File: config.mk
export PLATFORM = sky130hd
export DESIGN_NAME = syncram_access_ctrl
export DESIGN_NICKNAME = d
export VERILOG_FILES = /design/src/rtl/syncram_access_ctrl.sv
export SDC_FILE = /design/constraint.sdc
export NUM_CORES = 1
export LEC_CHECK = 0
export CORE_MARGIN = 10
export CORE_UTILIZATION = 43
export DETAILED_ROUTE_END_ITERATION = 16
export GPL_TIMING_DRIVEN = 0
export PLACE_DENSITY = 0.85
export SETUP_SLACK_MARGIN = 0.15
export SLEW_MARGIN = 20
export SYNTH_ARGS = -nofsm -noshare
export SYNTH_HDL_FRONTEND = slang
export SYNTH_SLANG_ARGS = --single-unit
export TNS_END_PERCENT = 5
File: constraint.sdc
create_clock -name Clk -period 9.29 [get_ports Clk]
set_input_delay 0.929 -clock Clk [delete_from_list [all_inputs] [get_ports Clk]]
set_output_delay 0.929 -clock Clk [all_outputs]
set_load 0.03 [all_outputs]
File: src/rtl/syncram_access_ctrl.sv
// rtl/syncram_access_ctrl.sv - round-robin write / 4-port read sequencer in front of syncRAM
// Optional macro SYNCRAM_INIT_CLEAR_EN adds a post-reset zero-fill sweep (busy high while it runs).
module syncram_access_ctrl #(
  parameter int AW   = 8,
  parameter int DW   = 8,
  parameter int NCLI = 4
) (
  input  logic                Clk,
  input  logic                Rst_n,
  input  logic [NCLI-1:0]     wrReq,
  input  logic [NCLI*AW-1:0]  wrAddrBus,
  input  logic [NCLI*DW-1:0]  wrDataBus,
  output logic [NCLI-1:0]     wrGnt,
  input  logic [NCLI-1:0]     rdReq,
  input  logic [NCLI*AW-1:0]  rdAddrBus,
  output logic [NCLI-1:0]     rdGnt,
  output logic [NCLI*DW-1:0]  rdDataBus,
  output logic [NCLI-1:0]     rdValid,
  output logic                busy,
  output logic [DW-1:0]       ramDataIn,
  output logic [AW-1:0]       ramWriteAddr,
  output logic [NCLI*AW-1:0]  ramReadAddrBus,
  output logic                ramChipSelect,
  output logic                ramWriteEnable,
  output logic                ramReadEnable,
  input  logic [NCLI*DW-1:0]  ramDOutBus
);

  logic              running;
  logic [1:0]        ptr;
  logic [1:0]        win;
  logic              wr_any;
  logic [AW-1:0]     win_addr;
  logic [DW-1:0]     win_data;
  logic [NCLI-1:0]   rd_pend;
  logic [NCLI*DW-1:0] rd_hold;

`ifdef SYNCRAM_INIT_CLEAR_EN
  typedef enum logic [0:0] {ST_CLR, ST_RUN} state_t;
  state_t        state, state_nxt;
  logic [AW-1:0] clr_cnt;

  always_ff @(posedge Clk or negedge Rst_n) begin
    if (!Rst_n) begin
      state   <= ST_CLR;
      clr_cnt <= '0;
    end else begin
      state <= state_nxt;
      if (state == ST_CLR) clr_cnt <= clr_cnt + 1'b1;
    end
  end

  always_comb begin
    state_nxt = state;
    if (state == ST_CLR && clr_cnt == {AW{1'b1}}) state_nxt = ST_RUN;
  end

  assign running = (state == ST_RUN);
  assign busy    = (state == ST_CLR);
`else
  assign running = 1'b1;
  assign busy    = 1'b0;
`endif

  // Scan from ptr upward; first requester wins.
  always_comb begin
    wr_any = 1'b0;
    win    = ptr;
    for (int k = 0; k < NCLI; k++) begin
      if (!wr_any && wrReq[ptr + 2'(k)]) begin
        wr_any = 1'b1;
        win    = ptr + 2'(k);
      end
    end
    wr_any = wr_any & running;
    wrGnt  = '0;
    if (wr_any) wrGnt[win] = 1'b1;
  end

  assign win_addr = wrAddrBus[win*AW +: AW];
  assign win_data = wrDataBus[win*DW +: DW];

  // A read colliding with this cycle's write address waits one cycle to see the new data.
  always_comb begin
    rdGnt = '0;
    for (int i = 0; i < NCLI; i++) begin
      rdGnt[i] = running & rdReq[i] &
                 ~(wr_any && (rdAddrBus[i*AW +: AW] == win_addr));
    end
  end

  always_ff @(posedge Clk or negedge Rst_n) begin
    if (!Rst_n) begin
      ptr            <= '0;
      ramDataIn      <= '0;
      ramWriteAddr   <= '0;
      ramReadAddrBus <= '0;
      ramChipSelect  <= 1'b0;
      ramWriteEnable <= 1'b0;
      ramReadEnable  <= 1'b0;
      rd_pend        <= '0;
      rdValid        <= '0;
      rd_hold        <= '0;
    end else begin
      if (running) begin
        ramWriteEnable <= wr_any;
        ramReadEnable  <= |rdGnt;
        ramChipSelect  <= wr_any | (|rdGnt);
        if (wr_any) begin
          ptr          <= win + 2'd1;
          ramWriteAddr <= win_addr;
          ramDataIn    <= win_data;
        end
        for (int i = 0; i < NCLI; i++) begin
          if (rdGnt[i]) ramReadAddrBus[i*AW +: AW] <= rdAddrBus[i*AW +: AW];
        end
      end
`ifdef SYNCRAM_INIT_CLEAR_EN
      else begin
        ramWriteAddr   <= clr_cnt;
        ramDataIn      <= '0;
        ramChipSelect  <= 1'b1;
        ramWriteEnable <= 1'b1;
        ramReadEnable  <= 1'b0;
      end
`endif
      rd_pend <= rdGnt;
      rdValid <= rd_pend;
      for (int i = 0; i < NCLI; i++) begin
        if (rdValid[i]) rd_hold[i*DW +: DW] <= ramDOutBus[i*DW +: DW];
      end
    end
  end

  // RAM output is live during the valid cycle; the hold register keeps it stable afterwards.
  always_comb begin
    rdDataBus = rd_hold;
    for (int i = 0; i < NCLI; i++) begin
      if (rdValid[i]) rdDataBus[i*DW +: DW] = ramDOutBus[i*DW +: DW];
    end
  end

endmodule

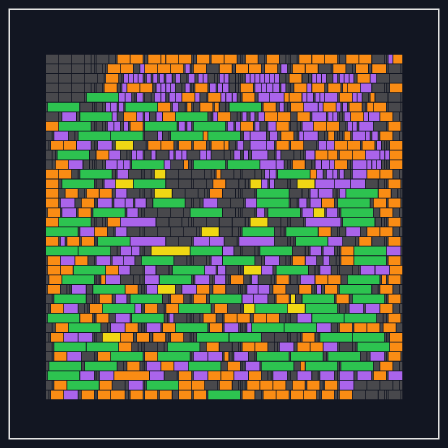
(images/cell_classes.png)
Fill, decap, tap and diode cells in grey.
colour	class	cells
green	flip-flops	93
orange	other buffers and delay cells	254
yellow	clock drivers and dummy loads	16
purple	all other logic	273

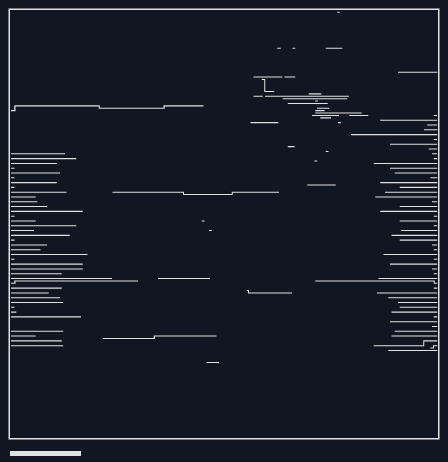
(images/met3.png)
The bar under the picture is 20 µm long.
nets with wire on the layer	113
share of all routed wire	8.0%
wire length on this layer	1240 µm
longest straight run	34.7 µm

==> results.rst <==
Physical design figures
=======================

.. list-table::
   :header-rows: 1

   * - Metric
     - Value
   * - Run status
     - completed
   * - Total number of vias
     - 3869
   * - And-or/or-and share of the synthesized area
     - 0.0977
   * - Worst-case hold slack
     - 0.354 ns
   * - Post-cts hold-fix buffer tally
     - 0
   * - Fin crit period
     - 5.91 ns
   * - Number of setup buffers added after CTS
     - 0
   * - Yosys warning count
     - 0
   * - Total number of placement rows
     - 36
   * - Ant. Diodes
     - 0
   * - Worst R2R End
     - ramChipSelect$_DFF_PN0_
   * - Final HPWL from detailed placement
     - 12.7 mm
   * - Final Max Slew Viols
     - 0
   * - Global-route wire length before repair
     - 23.0 mm
   * - Share of total power in combinational logic
     - 0.512
   * - Cell at the root of the clock tree
     - sky130_fd_sc_hd__clkbuf_8
   * - Data required, critical path
     - 8.36 ns
   * - Port buffer count
     - 232
   * - Registers with the most flip-flops
     - ramReadAddrBus (32), rd_hold (32)
   * - Hold path start
     - rd_pend[0]$_DFF_PN0_
   * - Most used standard cell by instance count after synthesis
     - sky130_fd_sc_hd__dfrtp_1
   * - Register-to-register setup slack
     - 5.71 ns
   * - Maximum number of pins on one net before global-route repair
     - 64
   * - Kind of end point of the critical path
     - output pin
   * - RSZ-0062 raised after global routing
     - no
   * - Largest vdd supply drop
     - 0.133 mV
   * - Dominant logic cell types in the final layout
     - sky130_fd_sc_hd__clkdlybuf4s50_1, sky130_fd_sc_hd__dfrtp_1, sky130_fd_sc_hd__nand2_1, sky130_fd_sc_hd__mux2_2, sky130_fd_sc_hd__xor2_1
   * - Destination of the critical timing path
     - rdGnt[0]
   * - Area delta synth->final
     - 61.9%
   * - Clk buf depth
     - 2
   * - Chip height
     - 121 µm
   * - Endpoint with the worst hold slack
     - rdValid[0]$_DFF_PN0_
   * - Slowest cell on the critical path
     - sky130_fd_sc_hd__o41ai_4
   * - Total instance count after detailed placement
     - 753
   * - Post-route design area
     - 7150 µm²
   * - Main synth FF type
     - sky130_fd_sc_hd__dfrtp_1
   * - Placement Cell Area
     - 6950 µm²
   * - Count of fill cells added during filler insertion
     - 743
   * - H-Tree Depth
     - 3
   * - Number of instances resized during post-cts repair
     - 0
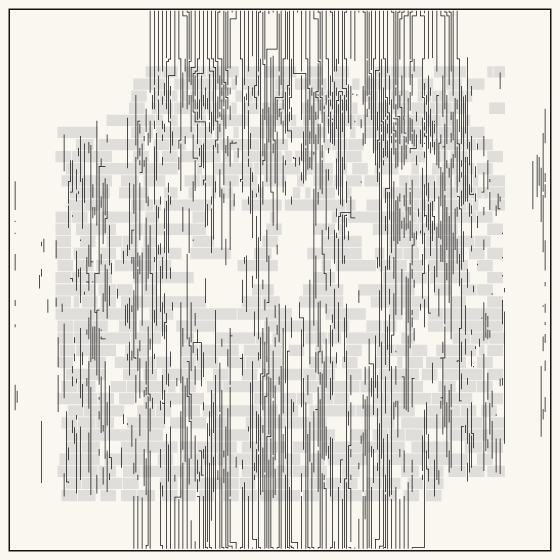
(images/met2.png)
nets with wire on the layer	699
main direction	vertical

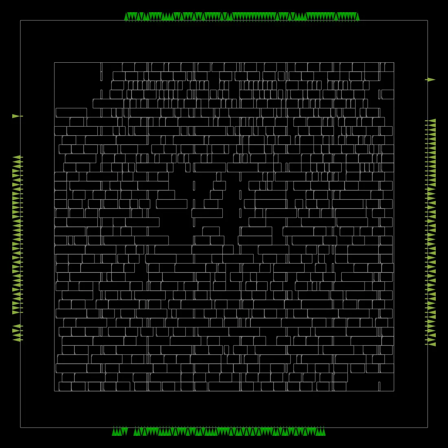
(images/final_placement.png)
number of tap cells added at floorplan: 133
Placeable Area: 9910 µm²
flip-flop and latch count: 93

area by class of cell:
class	instances	area (µm²)	share of cell area
clock buffer	11	141	0.0198
sequential	93	2330	0.325
buffer	20	93.8	0.0131
clock inverter	5	65.1	0.00910
tap	133	166	0.0233
inverter	8	30.0	0.00420
timing repair buffer	234	2360	0.329
multi-input combinational	265	1970	0.276
metal layers:
| layer | up-vias | wire length, µm | global-route usage |
|---|---|---|---|
| met5 | - | 0 | 0 |
| met4 | 0 | 201 | 0.0417 |
| met2 | 141 | 8440 | 0.369 |
| met1 | 1903 | 5620 | 0.217 |
| met3 | 16 | 1240 | 0.0745 |
| li1 | 1809 | - | - |
critical path, delay by kind of cell:
family | cells | cell delay [ns]
compound gates | 3 | 1.44
xor+xnor | 1 | 0.19
buf+inv | 5 | 1.88
simple gates | 4 | 0.52
Power is estimated from default activity; no workload was simulated.
